File: src/rtl/sha256_pkg.sv
// Shared types and constants for the SHA-256 block sequencing controller.
package sha256_pkg;

    typedef enum logic [2:0] {
        ST_IDLE,
        ST_INIT,
        ST_LOAD,
        ST_ROUND,
        ST_UPDATE,
        ST_OUT,
        ST_FIN
    } state_e;

    localparam int unsigned SHA_ROUNDS       = 64;
    localparam int unsigned SHA_BLK_WORDS    = 16;
    localparam int unsigned SHA256_DIG_WORDS = 8;
    localparam int unsigned SHA224_DIG_WORDS = 7;

    typedef logic [5:0] round_cnt_t;
    typedef logic [3:0] load_cnt_t;
    typedef logic [2:0] out_cnt_t;

endpackage

File: src/rtl/sha256_blk_ctrl.sv
// Sequencing FSM for one SHA-256 compression pass: load 16 words, 64 rounds, H update, digest stream.
// Optional SHA224_MODE_EN adds mode224_i / iv_sel_o and a 7-word digest when SHA-224 is selected.
module sha256_blk_ctrl
    import sha256_pkg::*;
#(
    parameter int unsigned LOAD_WORDS = SHA_BLK_WORDS,
    parameter int unsigned ROUNDS     = SHA_ROUNDS,
    parameter int unsigned OUT_WORDS  = SHA256_DIG_WORDS
) (
    input  logic       clk_i,
    input  logic       rst_ni,
    input  logic       start_i,
    input  logic       first_blk_i,
    input  logic       last_blk_i,
`ifdef SHA224_MODE_EN
    input  logic       mode224_i,
    output logic       iv_sel_o,
`endif
    input  logic       msg_valid_i,
    output logic       msg_ready_o,
    output logic       h_init_o,
    output logic       wv_load_o,
    output logic       w_load_o,
    output logic       round_en_o,
    output logic [5:0] round_o,
    output logic       h_update_o,
    output logic [2:0] dout_sel_o,
    output logic       dout_valid_o,
    input  logic       dout_ready_i,
    output logic       dout_last_o,
    output logic       busy_o,
    output logic       done_o
);

    localparam load_cnt_t  LOAD_LAST  = load_cnt_t'(LOAD_WORDS - 1);
    localparam round_cnt_t ROUND_LAST = round_cnt_t'(ROUNDS - 1);
    localparam out_cnt_t   OUT_LAST   = out_cnt_t'(OUT_WORDS - 1);

    state_e     state_q, state_d;
    load_cnt_t  load_q, load_d;
    round_cnt_t round_q, round_d;
    out_cnt_t   out_q, out_d;
    logic       first_q, first_d;
    logic       last_q, last_d;
    logic       wv_q, wv_d;
    out_cnt_t   out_last;

`ifdef SHA224_MODE_EN
    localparam out_cnt_t OUT_LAST_224 = out_cnt_t'(SHA224_DIG_WORDS - 1);
    logic mode_q, mode_d;

    assign out_last = mode_q ? OUT_LAST_224 : OUT_LAST;
    assign iv_sel_o = mode_q;
`else
    assign out_last = OUT_LAST;
`endif

    always_ff @(posedge clk_i or negedge rst_ni) begin
        if (!rst_ni) begin
            state_q <= ST_IDLE;
            load_q  <= '0;
            round_q <= '0;
            out_q   <= '0;
            first_q <= 1'b0;
            last_q  <= 1'b0;
            wv_q    <= 1'b0;
`ifdef SHA224_MODE_EN
            mode_q  <= 1'b0;
`endif
        end else begin
            state_q <= state_d;
            load_q  <= load_d;
            round_q <= round_d;
            out_q   <= out_d;
            first_q <= first_d;
            last_q  <= last_d;
            wv_q    <= wv_d;
`ifdef SHA224_MODE_EN
            mode_q  <= mode_d;
`endif
        end
    end

    always_comb begin
        state_d      = state_q;
        load_d       = load_q;
        round_d      = round_q;
        out_d        = out_q;
        first_d      = first_q;
        last_d       = last_q;
        wv_d         = 1'b0;
`ifdef SHA224_MODE_EN
        mode_d       = mode_q;
`endif
        msg_ready_o  = 1'b0;
        h_init_o     = 1'b0;
        round_en_o   = 1'b0;
        h_update_o   = 1'b0;
        dout_valid_o = 1'b0;
        dout_last_o  = 1'b0;
        done_o       = 1'b0;

        unique case (state_q)
            ST_IDLE: begin
                if (start_i) begin
                    first_d = first_blk_i;
                    last_d  = last_blk_i;
`ifdef SHA224_MODE_EN
                    mode_d  = mode224_i;
`endif
                    load_d  = '0;
                    round_d = '0;
                    out_d   = '0;
                    state_d = ST_INIT;
                end
            end
            ST_INIT: begin
                // Working-variable load is deferred one cycle so a freshly written IV is visible.
                h_init_o = first_q;
                wv_d     = 1'b1;
                state_d  = ST_LOAD;
            end
            ST_LOAD: begin
                msg_ready_o = 1'b1;
                if (msg_valid_i) begin
                    if (load_q == LOAD_LAST) state_d = ST_ROUND;
                    else                     load_d  = load_q + 1'b1;
                end
            end
            ST_ROUND: begin
                round_en_o = 1'b1;
                if (round_q == ROUND_LAST) begin
                    round_d = '0;
                    state_d = ST_UPDATE;
                end else begin
                    round_d = round_q + 1'b1;
                end
            end
            ST_UPDATE: begin
                h_update_o = 1'b1;
                state_d    = last_q ? ST_OUT : ST_FIN;
            end
            ST_FIN: begin
                done_o  = 1'b1;
                state_d = ST_IDLE;
            end
            ST_OUT: begin
                dout_valid_o = 1'b1;
                dout_last_o  = (out_q == out_last);
                if (dout_ready_i) begin
                    if (out_q == out_last) begin
                        done_o  = 1'b1;
                        out_d   = '0;
                        state_d = ST_IDLE;
                    end else begin
                        out_d = out_q + 1'b1;
                    end
                end
            end
            default: state_d = ST_IDLE;
        endcase
    end

    assign wv_load_o  = wv_q;
    assign w_load_o   = msg_valid_i & msg_ready_o;
    assign round_o    = round_q;
    assign dout_sel_o = out_q;
    assign busy_o     = (state_q != ST_IDLE);

endmodule
File: config.mk
export PLATFORM = sky130hd
export DESIGN_NAME = sha256_blk_ctrl
export DESIGN_NICKNAME = d
export VERILOG_FILES = /design/src/rtl/sha256_pkg.sv /design/src/rtl/sha256_blk_ctrl.sv
export SDC_FILE = /design/constraint.sdc
export NUM_CORES = 1
export LEC_CHECK = 0
export CAP_MARGIN = 10
export CORE_ASPECT_RATIO = 1.5
export CORE_MARGIN = 4
export CORE_UTILIZATION = 48
export DETAILED_ROUTE_END_ITERATION = 8
export PLACE_DENSITY_LB_ADDON = 0.08
export SYNTH_ARGS = -nofsm -noshare
export SYNTH_HDL_FRONTEND = slang
export SYNTH_SLANG_ARGS = --single-unit
File: constraint.sdc
create_clock -name clk_i -period 2.07 [get_ports clk_i]
set_clock_uncertainty 0.1 [all_clocks]
set_input_delay 0.414 -clock clk_i [delete_from_list [all_inputs] [get_ports clk_i]]
set_output_delay 0.414 -clock clk_i [all_outputs]
set_load 0.02 [all_outputs]
==> impl_metrics.xml <==
<?xml version="1.0" encoding="UTF-8"?>
<metrics>
  <group name="placement">
    <metric name="placed_area" unit="sq um">1450</metric>
    <metric name="placed_wire_length_estimate" unit="um">1850</metric>
    <metric name="io_buffers" unit="">25</metric>
    <metric name="gpl.final_weighted_congestion" unit="">0.801</metric>
    <metric name="post-place-cells" unit="">170</metric>
    <metric name="worst_setup_slack_post_dpl" unit="ns">-0.203</metric>
  </group>
  <group name="floorplanning">
    <metric name="tapCellCount" unit="">22</metric>
    <metric name="top_level_i_o_count" unit="">26</metric>
    <metric name="core_util_floorplan" unit="%">51.5</metric>
    <metric name="design.die.area" unit="sq um">3100</metric>
  </group>
  <group name="grt">
    <metric name="gr_usage_total" unit="%">18.6</metric>
    <metric name="antenna_found_initial" unit="">0</metric>
    <metric name="grt_pass1_vias" unit="">1011</metric>
    <metric name="grt-ovfl-total" unit="">0</metric>
  </group>
  <group name="setup_path">
    <metric name="crit_required" unit="ns">1.56</metric>
    <metric name="crit_path_max_fanout" unit="">3</metric>
    <metric name="family_of_cells_with_the_greatest_summed_delay_on_the_critical_path" unit="">flip-flops</metric>
    <metric name="worstPathArrival" unit="ns">1.51</metric>
    <metric name="critical_path_buf_inv_count" unit="">1</metric>
    <metric name="slowest_delay" unit="ns">0.37</metric>
    <metric name="worstSetupStartpointType" unit="">flip-flop</metric>
    <metric name="setup.worst_path.class" unit="">reg -&gt; out</metric>
    <metric name="critPathSlowestCell" unit="">sky130_fd_sc_hd__dfrtp_1</metric>
    <metric name="critical_path.endpoint_type" unit="">output pin</metric>
    <metric name="timing.critical_path.mode_cell" unit="">sky130_fd_sc_hd__ha_1</metric>
  </group>
  <group name="finish">
    <metric name="buffer_area_share" unit="%">23.0</metric>
    <metric name="final_layout_size_suffix_gt1_share" unit="%">21.7</metric>
    <metric name="layout.area.seq" unit="sq um">478</metric>
    <metric name="fill_cells" unit="">181</metric>
    <metric name="final_layout_top_logic_cells" unit="">sky130_fd_sc_hd__dfrtp_1, sky130_fd_sc_hd__nand2_1, sky130_fd_sc_hd__clkdlybuf4s50_1</metric>
    <metric name="largest_class" unit="">multi-input combinational cells</metric>
    <metric name="finish.instance_area" unit="sq um">1460</metric>
    <metric name="final-comb-area" unit="sq um">571</metric>
    <metric name="combAreaFraction" unit="%">39.1</metric>
    <metric name="layout.comb_gates.multi_input" unit="">83</metric>
    <metric name="nNonClkInverters" unit="">6</metric>
    <metric name="flow.area_growth_from_synthesis" unit="%">34.8</metric>
    <metric name="count_of_inserted_antenna_diode_cells" unit="">0</metric>
    <metric name="final-instance-count-excl-fill" unit="">174</metric>
    <metric name="buffers_excl_clock" unit="">40</metric>
    <metric name="final_util" unit="%">69.5</metric>
  </group>
  <group name="logic_synthesis">
    <metric name="synth.largest_area_cell" unit="">sky130_fd_sc_hd__dfrtp_1</metric>
    <metric name="yosysTopAreaCellShare" unit="%">43.9</metric>
    <metric name="synth.top_cells.by_area" unit="">sky130_fd_sc_hd__dfrtp_1, sky130_fd_sc_hd__nand3_1, sky130_fd_sc_hd__nand2_1, sky130_fd_sc_hd__ha_1, sky130_fd_sc_hd__mux2i_1</metric>
    <metric name="most_common_cell" unit="">sky130_fd_sc_hd__dfrtp_1</metric>
    <metric name="post_synth_inst_count" unit="">112</metric>
    <metric name="ys_seq_share" unit="%">43.9</metric>
    <metric name="synth_cell_type_count" unit="">37</metric>
    <metric name="mappedNetlistNets" unit="">123</metric>
    <metric name="synth.cell_area" unit="sq um">1080</metric>
    <metric name="yosys.stat.chipArea" unit="sq um">1080</metric>
    <metric name="async_reset_ff_share" unit="%">100</metric>
    <metric name="ys_cells" unit="">112</metric>
    <metric name="postSynthRegisterBits" unit="">19</metric>
    <metric name="synth-main-ff-cell" unit="">sky130_fd_sc_hd__dfrtp_1</metric>
    <metric name="post_synth_most_frequent_cells" unit="">sky130_fd_sc_hd__dfrtp_1, sky130_fd_sc_hd__nand2_1, sky130_fd_sc_hd__nand3_1</metric>
  </group>
  <group name="route">
    <metric name="initialDrtViolationCount" unit="">37</metric>
    <metric name="final_antenna_net_count" unit="">0</metric>
    <metric name="viasPerCell" unit="">5.64</metric>
    <metric name="route.final.wire_length" unit="um">2430</metric>
    <metric name="remaining_drc_errors" unit="">0</metric>
  </group>
  <group name="power_and_ir_drop">
    <metric name="peakVddDrop" unit="mV">0.780</metric>
    <metric name="power_per_cell_area" unit="nW/um^2">1200</metric>
    <metric name="power.total" unit="uW">1750</metric>
  </group>
  <group name="sta">
    <metric name="timing.slew.headroom" unit="%">73.4</metric>
    <metric name="timing.final.max_slew_violations" unit="">0</metric>
    <metric name="rsz0062_at_grt" unit="">true</metric>
    <metric name="setup_viol" unit="">0</metric>
    <metric name="worst_slew_pin_slew" unit="ns">0.399</metric>
    <metric name="final.period_utilization" unit="%">97.9</metric>
    <metric name="finalHoldViolations" unit="">0</metric>
    <metric name="final_period_minus_worst_setup_slack" unit="ns">2.03</metric>
    <metric name="max_freq" unit="GHz">0.493</metric>
    <metric name="final.setup.tns" unit="ns">0</metric>
  </group>
  <group name="clock_network">
    <metric name="cts_buffers" unit="">3</metric>
    <metric name="tritoncts" unit="">done</metric>
    <metric name="post_cts_hold_buffer_count" unit="">0</metric>
    <metric name="cts_max_level" unit="">1</metric>
    <metric name="clkSlewWorstSetupHoldPaths" unit="ns">0.11</metric>
    <metric name="clockRootBuffer" unit="">sky130_fd_sc_hd__clkbuf_4</metric>
  </group>
  <group name="flow_run">
    <metric name="max-cap-violations" unit="">0</metric>
    <metric name="log_warnings" unit="">27</metric>
  </group>
  <group name="outcome">
    <metric name="run_status" unit="">complete, no violations</metric>
  </group>
</metrics>
==> cell families (layout without fill, tap and decap cells) <==
logic type / Yosys count / after routing / share of synthesized area [%]
adders and majority gates: 4 / 4 / 4.62
AOI/OAI and AO/OA: 18 / 18 / 11.3
and+or+nand+nor: 55 / 55 / 30.5
muxes: 5 / 5 / 4.73
xor gates and xnor gates: 1 / 1 / 0.808
buffers and inverters: 10 / 50 / 4.16
DFF: 19 / 19 / 43.9
==> path summary, 6_finish.rpt <==
| path | start | depth (start not counted) | slack, ns | end |
|---|---|---|---|---|
| worst min-delay path | rst_ni | 2 | 0.33 | wv_load_o$_DFF_PN0_ |
| worst max register to register | state_q[1]$_DFFE_PN0P_ | 4 | 0.19 | round_o[5]$_DFFE_PN0P_ |
| min in group clk_i | first_q$_DFFE_PN0P_ | 2 | 0.38 | first_q$_DFFE_PN0P_ |
| max in group asynchronous | rst_ni | 2 | 1.31 | state_q[1]$_DFFE_PN0P_ |
| worst max-delay path | dout_sel_o[0]$_DFFE_PN0P_ | 5 | 0.04 | done_o |
| worst min register to register | first_q$_DFFE_PN0P_ | 2 | 0.38 | first_q$_DFFE_PN0P_ |
==> layer usage <==
layer	up-vias	routed length [um]	track usage (%)
met1	469	1050	22.6
met3	4	84	2.45
li1	487	-	-
met4	0	44	9.00
met2	21	1250	31.0
met5	-	0	0
==> state kept, by name, summed over array words and instances, names as in the netlist <==
name,cells
load_q,4
state_q,3
wv_load_o,1
last_q,1
round_o,6
dout_sel_o,3
first_q,1
==> timing repair <==
| action | 4_1_cts | 5_1_grt |
|---|---|---|
| buffers inserted | 0 | 0 |
| setup endpoints to repair | 9 | 7 |
| gates resized | 16 | 10 |
==> power breakdown <==
group | switching (uW) | internal (uW)
Sequential | 142 | 513
Combinational | 456 | 448
Clock | 119 | 75.2
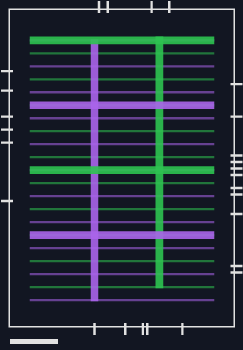
*Power grid*
The bar under the picture is 10 um long. Pins as bars on the die edge.
Key: VDD = green; VSS = purple
The core has 20 rows. 2 straps on met4. 21 met1 rails follow the rows.
Die Y-Extent: 66.2 um
die boundary width: 46.8 um

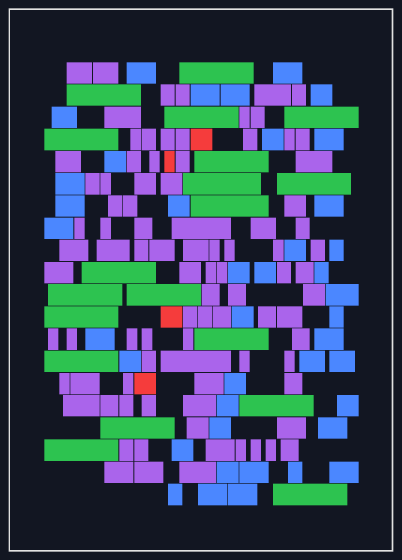
*Cells coloured by class*
Key: combinational and other logic = purple [cells 89, share of their area 41%]; clock drivers and dummy loads = red [cells 4, share of their area 1.8%]; flops = green [cells 19, share of their area 33%]; other buffers and delay cells = blue [cells 40, share of their area 23%]
core footprint: 2100 sq um
floorplan row count: 20

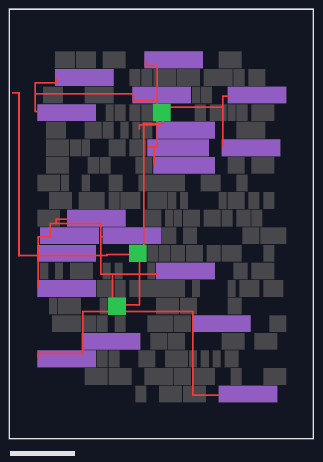
*Routed clock nets over the placement*
The bar under the picture is 10 um long.
Key: clock wires = red [length 247 um]; flip-flops = purple [count 19]; clock drivers = green [count 3]
There are 4 routed clock nets.

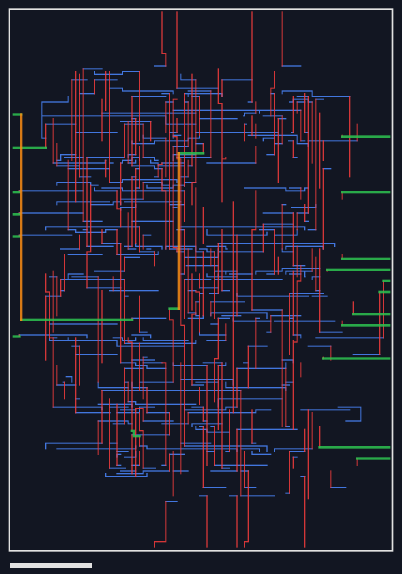
*Signal wires by layer*
The bar under the picture is 10 um long.
Key: metal 3 = green [wire length 84.2 um]; metal 1 = blue [wire length 1050 um]; metal 4 = orange [wire length 44.2 um]; metal 2 = red [wire length 1250 um]
Via Count: 981
post-detailed-route wirelength per cell: 14.0 um

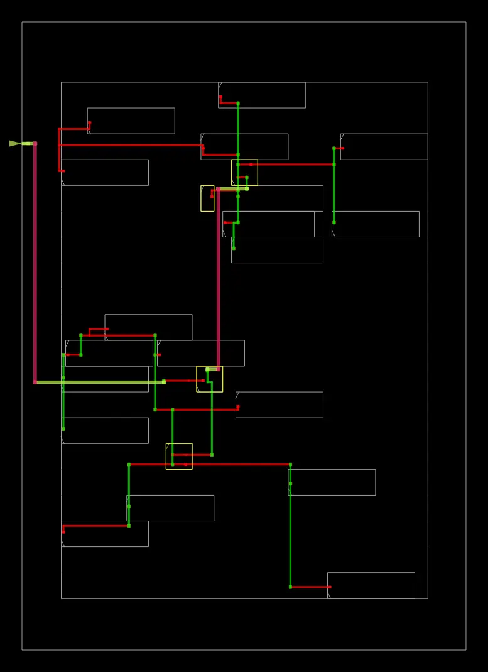
*Clock nets*
clk_buf instances: 4
number of flip-flops and latches: 19
clk sinks: 19
clock network latency to the later pin of the worst-skew pair: 0.31 ns
power dissipated in the clock network: 194 uW

Power is estimated from default activity; no workload was simulated.
